Fig. 1: run 1, wire density map
30 x 30 tiles, from dark blue (low) to red (high), scaled to the fullest tile. Values are wire area over tile area, all layers added.
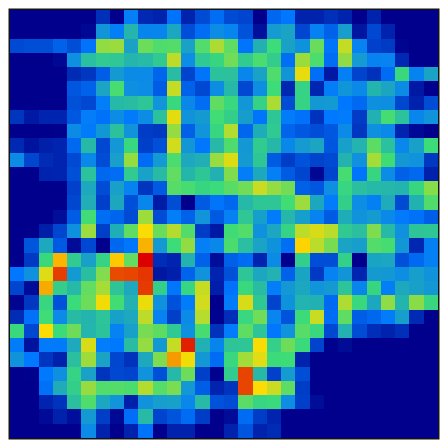
Fig. 2: run 1, clock wires, drivers and flops
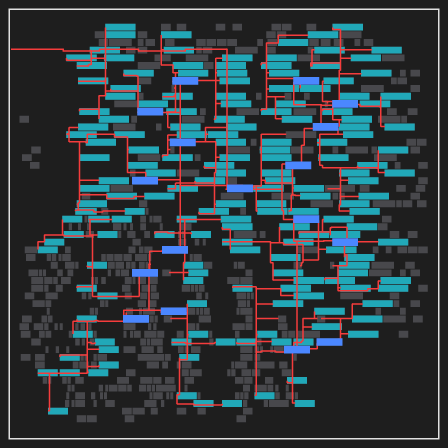
Fig. 3: run 1, drive-strength map
The bar under the picture is 50 um long.
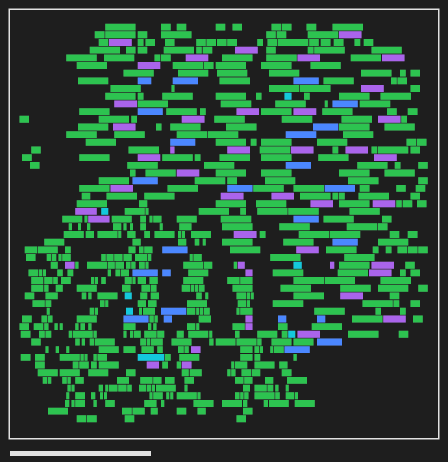
===== src/rtl/ram_stream_reader.sv =====
// Burst read engine: issues sequential RAM reads, buffers returns, streams them out with last marker.
// Credits (fifo_count + in_flight) cap outstanding reads so any RAM latency or backpressure is safe.
module ram_stream_reader #(
    parameter int D_WIDTH    = 32,
    parameter int A_WIDTH    = 5,
    parameter int FIFO_DEPTH = 4
) (
    input  logic               clk,
    input  logic               rst,
    input  logic               start,
    input  logic [A_WIDTH-1:0] base_addr,
    input  logic [A_WIDTH:0]   count,
    output logic               busy,
    output logic               done,
    output logic               err,
    output logic               read_en,
    output logic [A_WIDTH-1:0] read_addr,
    input  logic [D_WIDTH-1:0] read_data,
    input  logic               read_valid,
    output logic [D_WIDTH-1:0] out_data,
    output logic               out_valid,
    input  logic               out_ready,
    output logic               out_last
);
    localparam int PW = $clog2(FIFO_DEPTH);
    localparam int CW = PW + 1;

    typedef enum logic [1:0] {S_IDLE, S_RUN, S_DRAIN, S_FIN} state_t;

    state_t             state;
    logic [A_WIDTH-1:0] base_r;
    logic [A_WIDTH:0]   cnt_r;
    logic [A_WIDTH:0]   issued;
    logic [A_WIDTH:0]   received;
    logic [A_WIDTH:0]   popped;
    logic [CW-1:0]      in_flight;
    logic [CW-1:0]      fifo_count;
    logic [PW-1:0]      wptr;
    logic [PW-1:0]      rptr;
    logic               err_r;
    logic [D_WIDTH-1:0] mem [FIFO_DEPTH];

    logic credit_ok;
    logic fifo_full;
    logic pop;
    logic push;
    logic bad_ret;
    logic ret_ok;

    // Reserve a FIFO slot for every read still in the RAM pipeline.
    assign credit_ok = ({1'b0, fifo_count} + {1'b0, in_flight}) < (CW+1)'(FIFO_DEPTH);
    assign read_en   = (state == S_RUN) && (issued < cnt_r) && credit_ok;
    assign read_addr = base_r + issued[A_WIDTH-1:0];

    assign fifo_full = (fifo_count == CW'(FIFO_DEPTH));
    assign out_valid = (fifo_count != '0);
    assign pop       = out_valid && out_ready;
    assign ret_ok    = read_valid && (in_flight != '0);
    assign bad_ret   = read_valid && ((in_flight == '0) || (fifo_full && !pop));
    assign push      = read_valid && !bad_ret;

    assign out_data = out_valid ? mem[rptr] : '0;
    assign out_last = out_valid && (popped == (cnt_r - (A_WIDTH+1)'(1)));
    assign busy     = (state == S_RUN) || (state == S_DRAIN);
    assign done     = (state == S_FIN);
    assign err      = err_r;

    always_ff @(posedge clk) begin
        if (push) begin
            mem[wptr] <= read_data;
        end
    end

    always_ff @(posedge clk) begin
        if (rst) begin
            state      <= S_IDLE;
            base_r     <= '0;
            cnt_r      <= '0;
            issued     <= '0;
            received   <= '0;
            popped     <= '0;
            in_flight  <= '0;
            fifo_count <= '0;
            wptr       <= '0;
            rptr       <= '0;
            err_r      <= 1'b0;
        end else begin
            if (bad_ret) begin
                err_r <= 1'b1;
            end

            if (read_en && !ret_ok) begin
                in_flight <= in_flight + CW'(1);
            end else if (!read_en && ret_ok) begin
                in_flight <= in_flight - CW'(1);
            end

            if (push && !pop) begin
                fifo_count <= fifo_count + CW'(1);
            end else if (pop && !push) begin
                fifo_count <= fifo_count - CW'(1);
            end

            if (push) begin
                wptr     <= wptr + PW'(1);
                received <= received + (A_WIDTH+1)'(1);
            end
            if (pop) begin
                rptr   <= rptr + PW'(1);
                popped <= popped + (A_WIDTH+1)'(1);
            end
            if (read_en) begin
                issued <= issued + (A_WIDTH+1)'(1);
            end

            case (state)
                S_IDLE: begin
                    if (start) begin
                        base_r   <= base_addr;
                        cnt_r    <= count;
                        issued   <= '0;
                        received <= '0;
                        popped   <= '0;
                        state    <= (count == '0) ? S_FIN : S_RUN;
                    end
                end
                S_RUN: begin
                    if (issued == cnt_r) begin
                        state <= S_DRAIN;
                    end
                end
                S_DRAIN: begin
                    if ((received == cnt_r) && pop && out_last) begin
                        state <= S_FIN;
                    end
                end
                S_FIN: begin
                    state <= S_IDLE;
                end
                default: begin
                    state <= S_IDLE;
                end
            endcase
        end
    end
endmodule


===== config.mk =====
export PLATFORM = sky130hd
export DESIGN_NAME = ram_stream_reader
export DESIGN_NICKNAME = d
export VERILOG_FILES = /design/src/rtl/ram_stream_reader.sv
export SDC_FILE = /design/constraint.sdc
export NUM_CORES = 1
export LEC_CHECK = 0
export CORE_MARGIN = 3
export CORE_UTILIZATION = 35
export CTS_CLUSTER_SIZE = 16
export DETAILED_ROUTE_END_ITERATION = 12
export PLACE_DENSITY = 0.5
export SKIP_CTS_REPAIR_TIMING = 1
export SYNTH_ARGS = -nofsm -noshare
export SYNTH_HDL_FRONTEND = slang
export SYNTH_SLANG_ARGS = --single-unit

===== constraint.sdc =====
create_clock -name clk -period 9.5 [get_ports clk]
set_clock_uncertainty 0.1 [all_clocks]
set_input_delay 1.9 -clock clk [delete_from_list [all_inputs] [get_ports clk]]
set_output_delay 1.9 -clock clk [all_outputs]
set_load 0.02 [all_outputs]

==> out/results.env, run 1 <==
STATUS='completed'
YS_WARN_COUNT=0
SWITCHING_SHARE_PCT=31.1
CLOCK_TREE.HTREE_LEVEL_COUNT=4
FF2FF_PATH_DEPTH=11
PLACEABLECOREAREA_UM2=20500
ROUTE.DETAILED.DRC=0
MIN_PERIOD_OVER_PERIOD_PCT=52.0
YOSYS_REGISTER_BITS=172
FINAL.SETUP.TNS_NS=0
CHIPAREA_UM2=23000
TIMING.CRITICAL_PATH.FROM_TYPE='flop'
GR-TOTAL-OVERFLOW=0
WORST_HOLD_PATH_TYPE='flop to flop'
DRT-VIAS-PER-INSTANCE=4.90
POSTROUTEANTENNANETS=0
POWER.NET_SWITCHING_mW=0.770
YOSYS_CELLS=507
DIE_Y_UM=152
ROOT_BUFFER='clkbuf_16'
NUMPORTBUFFERS=90
SETUP_VIOL_COUNT_FINAL=0
TIMING.MAX_SLEW.REL_SLACK_PCT=26.1
UNREPAIRED_SETUP_ENDPOINTS_AFTER_GLOBAL_ROUTING='no'
POST_SYNTH_INST_COUNT=507
## Picture notes: Fig. 1
fullest tile	0.37
emptiest ninth of the die	lower right
mean over tiles	0.10
nearly empty tiles	18%
Overall Global Routing Usage: 14.0%
Total Routed Length: 15.2 mm
count of vias placed by the detailed router: 4310

## Picture notes: Fig. 2
[cells driving clock nets] blue | count: 17
[clock wires] red | length: 2010 um
[flip-flops] cyan | count: 172
routed clock nets	18
proportion of power drawn by the clock network: 27.7%
clock network power: 0.686 mW
Worst-Skew Late Latency: 0.42 ns

## Picture notes: Fig. 3
size	color	cells	share	most used
drive 1 or less	green	534	88%	edfxtp_1
drive 3 to 4	cyan	7	1.1%	clkinvlp_4
drive 2	purple	44	7.2%	mux4_2
drive 6 and up	blue	24	3.9%	clkbuf_16
setup slack after layout: 4.56 ns
area added between synthesis and finish: 23.7%
number of ordinary and repair buffers in the finished layout: 92

==> run 1: worst min-delay path by stage <==
stage	end	from
floorplan	base_r[0]	base_r[0]
CTS	err	err
global placement	err	err
finish	err	err
detailed placement	err	err
global route	err	err
==> run 1: cells in the mapped netlist (6+ instances only) <==
master | n | share of area [%]
nand3_1 | 7 | 0.47
ha_1 | 27 | 4.6
mux4_2 | 32 | 9.7
edfxtp_1 | 128 | 52
inv_1 | 24 | 1.2
nor2_1 | 28 | 1.4
mux2i_1 | 6 | 0.81
a21oi_1 | 21 | 1.4
dfxtp_1 | 44 | 12
nand4_1 | 10 | 0.84
clkbuf_1 | 15 | 0.76
xnor2_1 | 16 | 1.9
nand2_1 | 34 | 1.7
nor3_1 | 6 | 0.40
xor2_1 | 18 | 2.1
and2_1 | 39 | 3.3
==> run 1: power groups by stage <==
stage	logic (mW)	registers (mW)	clock network, mW
floorplan	0.550	0.960	0
global placement	0.829	0.983	0
detailed placement	0.839	0.989	0
CTS	0.843	0.974	0.702
global route	0.902	0.984	0.735
finish	0.822	0.971	0.686
==> run 1: sequential cells by signal, indices dropped and copies added (netlist names), named ones only <==
signal	cells
cnt_r	6
fifo_count	3
state	2
base_r	5
rptr	2
received	6
err	1
wptr	2
mem	128
in_flight	3
popped	6
issued	6
==> run 1: layout make-up <==
cell class	count	area share, %
clock buffers	20	4.87
clock inverters	12	1.49
inverters	24	0.982
multi-input cells	289	27.5
flip-flops and latches	172	51.5
well taps	270	3.68
repair buffers	92	9.98
==> run 1: critical path: stages, from the launching register on <==
cell and delay [ns]:
dfxtp_1 0.47, inv_1 0.08, ha_1 0.31, a21o_1 0.16
a21o_1 0.20, a311oi_4 0.58, clkdlybuf4s50_1 0.72
==> run 1: cell families (layout without fill, tap and decap cells) <==
logic type / count (synthesis) / count (layout)
buf+inv: 46 / 148
xor+xnor: 34 / 34
compound gates: 48 / 48
flops: 172 / 172
simple gates: 139 / 139
mux: 38 / 38
fa+ha+maj: 30 / 30
==> run 1: through the flow <==
| stage | power, mW | util [%] | setup slack [ns] | instance area, um^2 | std cells |
|---|---|---|---|---|---|
| floorplan | 1.51 | - | 5.70 | 7420 | 507 |
| global placement | 1.81 | 41.9 | 4.88 | 8590 | 847 |
| detailed placement | 1.83 | 41.9 | 4.75 | 8590 | 847 |
| CTS | 2.52 | 44.8 | 4.51 | 9170 | 879 |
| global route | 2.62 | 44.8 | 4.36 | 9170 | 879 |
| finish | 2.48 | 44.8 | 4.56 | 9170 | 879 |
==> run 1: layout by cell type, fill, tap and decap left out, types with 5 or more instances in the layout <==
cell	instances
xor2_1	18
ha_1	27
inv_1	24
dfxtp_1	42
xnor2_1	16
edfxtp_1	128
nand2_1	34
clkdlybuf4s50_1	90
nand3_1	7
and2_1	35
mux2i_1	6
mux4_2	32
clkbuf_16	17
nor3_1	6
a21o_1	5
nand4_1	10
nor2_1	28
or3_1	5
o21ai_0	5
a21oi_1	21
==> run 1: metal layers <==
metal  GRT usage, %  wire (um)
met4           4.81        210
met3           3.18        554
met2           22.2       7300
met1           19.2       7140
met5              0          0
==> run 2, diff against run 1 <==
PLACE_DENSITY = 0.52   (was 0.5)
clock period = 4.3 ns   (was 9.5 ns; I/O delays follow)
Fig. 4: run 2, cell placement
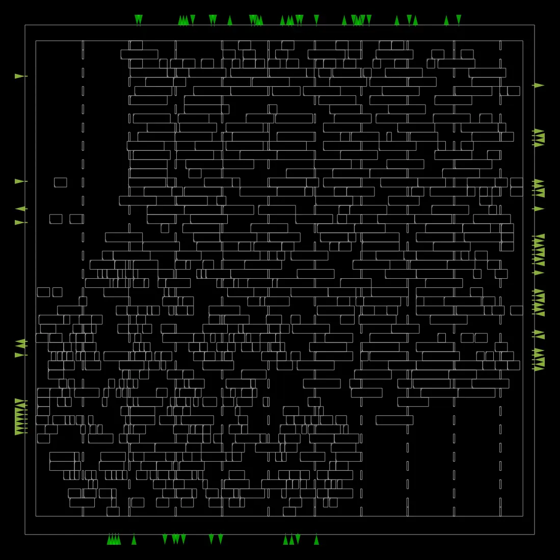
fill count: 1820
area of the core: 20500 um^2
number of placement rows: 52
Final Util: 44.8%

Fig. 5: run 2, clock wires, drivers and flops
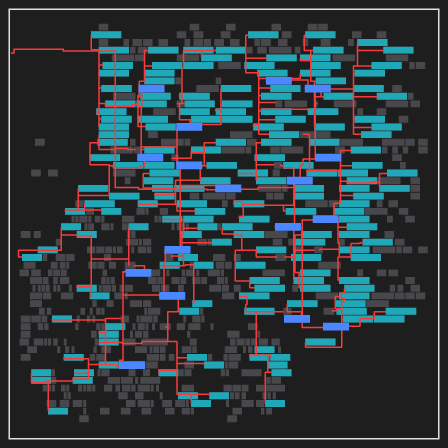
[flip-flops] cyan | count: 172
[clock wires] red | length: 1950 um
[cells driving clock nets] blue | count: 17
flops lie	widely spread
clock network power: 1.50 mW
proportion of power drawn by the clock network: 27.4%

Fig. 6: run 2, wire density map
30 x 30 tiles, from dark blue (low) to red (high), scaled to the fullest tile. Values are wire area over tile area, all layers added.
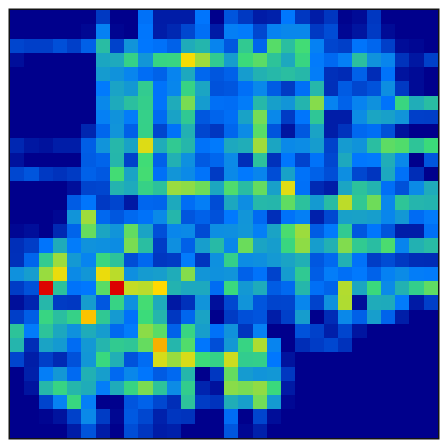
nearly empty tiles	21%
mean over tiles	0.10
tiles over half the peak	7.6%
emptiest ninth of the die	lower right
fullest tile	0.45
Total Routed Length: 15.2 mm
Overall Global Routing Usage: 14.1%
routed length per instance: 17.2 um
count of vias placed by the detailed router: 4327

==> run 2 against run 1 <==
Final cell count is 0.34% higher. Synthesized cell count unchanged. Clock power up 120%. Utilization is 0.092 points higher. Worst hold slack improved by 0.010 ns. Area after synthesis stayed put. Combinational power rose by 120%. Non-clock buffer count increased by 3. Final area is 0.20% higher. Worst setup slack got worse by 4.2 ns. Sequential share of layout area is 0.11 points lower. Global-route usage grew 0.063 points. Largest cell class unchanged.
==> out/results.env, run 2 <==
MIN_PERIOD_OVER_PERIOD_PCT=90.7
YS_WARN_COUNT=0
WORST_HOLD_PATH_TYPE='flop to flop'
REGMOSTFLOPS='mem'
ROUTE.DETAILED.DRC=0
TOP_AREA_SHARE_PCT=51.8
DRT-VIAS-PER-INSTANCE=4.91
GROUTE.LAYER.MET1.USAGE_PCT=19.3
WORST_PATH_LARGEST_CELL_DELAY_NS=0.71
MIN_DELAY_WORST_ENDPOINT='err'
STATUS='completed'
LAY_TOP_CELLS='edfxtp_1, clkdlybuf4s50_1, dfxtp_1'
SYNTHMOSTINSTANTIATEDCELL='edfxtp_1'
PLACEMENT.CELL_AREA_UM2=8610
PRECTSSETUPSLACK_NS=0.560
ROOT_BUFFER='clkbuf_16'
YOSYS_REGISTER_BITS=172
MIN-DELAY-START='err'
POST_SYNTH_INST_COUNT=507
TIMING.MAX_SLEW.REL_SLACK_PCT=38.8
CRITICAL_PATH.TOP_DELAY_FAMILY='AND-OR/OR-AND gates'
SETUP_SLACK_NS=0.399
GLOBALROUTEMET3UTIL_PCT=2.91
FINAL.SETUP.TNS_NS=0
NUMPORTBUFFERS=90
SYNTH.CELLS.MOST_FREQUENT='edfxtp_1, dfxtp_1, and2_1'
GLOBALROUTEMET2UTIL_PCT=22.2
LARGEST_REGISTER_FF_COUNT=128
UNREPAIRED_SETUP_ENDPOINTS_AFTER_GLOBAL_ROUTING='no'
[run 2: cell counts after synthesis]
Identical to the previous run, type by type.
[run 2: cells by family after synthesis]
logic type,count (synthesis),share of synthesized area [%]
AND-OR/OR-AND,48,4.50
XOR/XNOR,34,4.01
adder cells (fa/ha/maj),30,5.36
buffers and inverters,46,2.41
flip-flops,172,63.7
multiplexers,38,10.5
AND/OR/NAND/NOR,139,9.48
[run 2: layer usage]
| layer | part of all wire, % | up-vias |
|---|---|---|
| met4 | 1.6 | 0 |
| met1 | 46 | 2156 |
| met3 | 4.4 | 22 |
| li1 | - | 2055 |
| met5 | 0 | - |
| met2 | 48 | 94 |
[run 2: worst max path at each step]
stage                    end  slack (ns)  cells after the start
2_1_floorplan   in_flight[2]        1.04                     12
3_3_place_gp   fifo_count[2]        0.70                      9
3_5_place_dp   fifo_count[2]        0.56                      9
4_1_cts              read_en        0.37                      6
5_1_grt              read_en        0.24                      6
6_report             read_en        0.40                      6
[run 2: where the power goes]
part / switching (mW) / internal, mW
logic: 0.909 / 0.897
clock network: 0.676 / 0.823
registers: 0.161 / 2.01
[run 2: through the flow]
step / total power, mW / hold WS [ns]
floorplan: 3.34 / 0.341
global placement: 4.01 / 0.333
detailed placement: 4.06 / 0.355
CTS: 5.56 / 0.365
global route: 5.80 / 0.392
finish: 5.47 / 0.358
[run 2: worst register-to-register path, delay by kind of cell (launching register included)]
kind	cells	cell delay, ns
adder cells (fa/ha/maj)	3	0.97
XOR/XNOR	1	0.18
buffers and inverters	2	0.15
AND/OR/NAND/NOR	1	0.32
flip-flops	1	0.49
AND-OR/OR-AND	4	1.08
[run 2: cell type report]
class                      count  area [um^2]
sequential                   172         4730
tap                          270          338
inverter                      24         90.1
timing repair buffer          95          938
clock inverter                14          150
clock buffer                  18          429
multi-input combinational    289         2520
fill                        1820        11300
==> run 3, diff against run 2 <==
CAP_MARGIN = 0   (was unset)
CORE_UTILIZATION = 40   (was 35)
PLACE_DENSITY = 0.59   (was 0.52)
SETUP_SLACK_MARGIN = 0.5   (was unset)
Fig. 7: run 3, cell placement
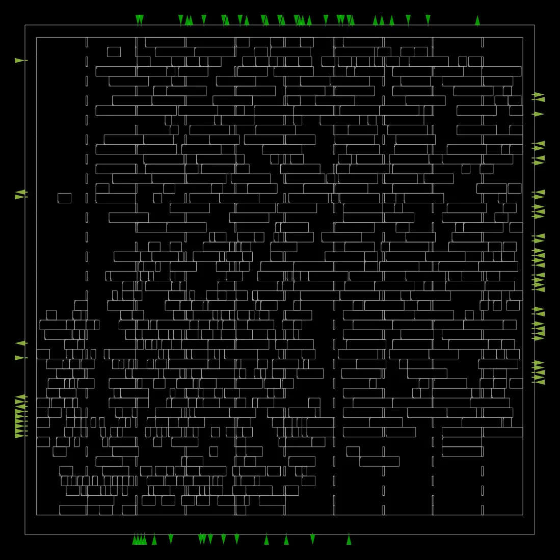
fill count: 1544
Final Util: 50.8%
TAP cells: 229
area of the core: 18100 um^2
total number of sequential cells: 172

Fig. 8: run 3, clock wires, drivers and flops
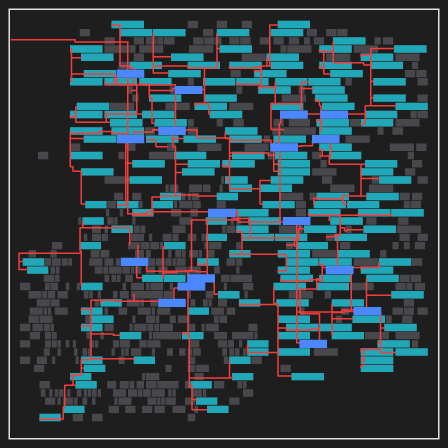
[clock wires] red | length: 2000 um
[flip-flops] cyan | count: 172
[cells driving clock nets] blue | count: 17
flops lie	widely spread
routed clock nets	18
proportion of power drawn by the clock network: 27.7%
clock network power: 1.53 mW

Fig. 9: run 3, drive-strength map
The bar under the picture is 50 um long.
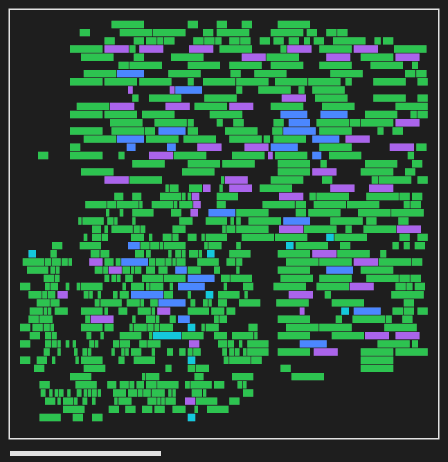
size	color	cells	share	most used
drive 2	purple	49	8.0%	mux4_2
drive 3 to 4	cyan	10	1.6%	buf_4
drive 6 and up	blue	26	4.2%	clkbuf_16
drive 1 or less	green	529	86%	edfxtp_1
area added between synthesis and finish: 23.9%
post-layout instance area: 9190 um^2
setup slack after layout: 0.700 ns

==> run 3 against run 2 <==
Non-clock buffer count up 2. Sequential share of layout area barely moved. Clock-buffer cell count fell by 1. Sequential cell count is the same. Maximum frequency is 8.4% higher. Register-to-register slack gained 0.05 ns. Combinational power is essentially flat. Via count fell by 0.99%. Critical path type unchanged.
==> out/results.env, run 3 <==
GR-TOTAL-OVERFLOW=0
TIMING.CRITICAL_PATH.FROM_TYPE='flop'
MIN_PERIOD_OVER_PERIOD_PCT=83.7
GLOBALROUTEMET2UTIL_PCT=24.8
STATUS='completed'
MIN_DELAY_WORST_ENDPOINT='err'
ROUTE.VIAS.TOTAL=4284
YOSYS_CELLS=507
TOP_AREA_SHARE_PCT=51.8
CHIPAREA_UM2=20200
FF2FF_PATH_DEPTH=12
POST_SYNTH_MAIN_AREA_CONTRIBUTORS='edfxtp_1, dfxtp_1, mux4_2'
YS_WARN_COUNT=0
GROUTE.LAYER.MET1.USAGE_PCT=20.5
ROUTE.DETAILED.DRC=0
LAYOUT_TOP_CELL_EXCL_FILL_TAP='edfxtp_1'
UNREPAIRED_SETUP_ENDPOINTS_AFTER_GLOBAL_ROUTING='no'
POSTROUTEANTENNANETS=0
REGMOSTFLOPS='mem'
GLOBALROUTEMET3UTIL_PCT=3.93
CLOCK.LATENCY.LATE_PIN_NS=0.42
FINAL.SETUP.TNS_NS=0
TIMING.MAX_SLEW.REL_SLACK_PCT=37.0
YOSYS_REGISTER_BITS=172
CLOCK_TREE.HTREE_LEVEL_COUNT=4
ROUTED_WL_MM=14.8
LARGEST_AREA_CONTRIBUTOR_IN_THE_NETLIST='edfxtp_1'
DIE_Y_UM=142
WORST_HOLD_PATH_TYPE='flop to flop'
NUMPORTBUFFERS=90
[run 3: area by class of cell]
cell class                      count  area (um^2)  area share (%)
Tap cell                          229          287            3.12
Sequential cell                   172         4730            51.4
Inverter                           24         90.1           0.980
Clock buffer                       17          425            4.63
Multi-Input combinational cell    289         2530            27.5
Clock inverter                     15          163            1.77
Timing Repair Buffer               97          968            10.5
[run 3: kinds of logic (layout without fill, tap and decap cells)]
| family | after synthesis | after routing | synth area share, % |
|---|---|---|---|
| AOI/OAI and AO/OA | 48 | 48 | 4.50 |
| xor gates and xnor gates | 34 | 34 | 4.01 |
| adders and majority gates | 30 | 30 | 5.36 |
| and+or+nand+nor | 139 | 139 | 9.48 |
| DFF | 172 | 172 | 63.7 |
| buffers and inverters | 46 | 153 | 2.41 |
| muxes | 38 | 38 | 10.5 |
[run 3: where the power goes]
group | internal (mW) | total [mW] | switching [mW]
clock | 0.868 | 1.53 | 0.660
combinational | 0.918 | 1.81 | 0.894
sequential | 2.01 | 2.18 | 0.170
total | 3.79 | 5.52 | 1.72
[run 3: through the flow]
step           instances  hold slack, ns  area [um^2]  worst slack (ns)  power (mW)
2_1_floorplan        507           0.341         7420              1.04        3.34
3_3_place_gp         808           0.340         8570             0.928        4.00
3_5_place_dp         808           0.342         8570             0.889        4.05
4_1_cts              840           0.350         9150             0.417        5.57
5_1_grt              843           0.364         9190             0.516        5.83
6_report             843           0.346         9190             0.700        5.52
[run 3: critical path, stage by stage (launching register included)]
cell and delay (ns):
dfxtp_2 0.68, buf_12 0.28, mux4_2 0.52, and2_1 0.18
clkdlybuf4s50_1 0.54
[run 3: routing by layer]
layer	share of wire, %	wire [um]
met5	0	0
met4	1.2	177
met3	3.7	553
met2	49	7200
met1	46	6890
[run 3: worst max path at each step]
stage,end,depth (start not counted),slack [ns],startpoint
after global placement,read_en,6,0.93,cnt_r[2]
after detailed placement,read_en,6,0.89,cnt_r[2]
after global routing,out_data[31],4,0.52,flop
after CTS,read_en,6,0.42,cnt_r[2]
after floorplan,in_flight[2],12,1.04,cnt_r[2]
final,out_data[31],4,0.70,flop
Power and IR drop assume default switching activity.
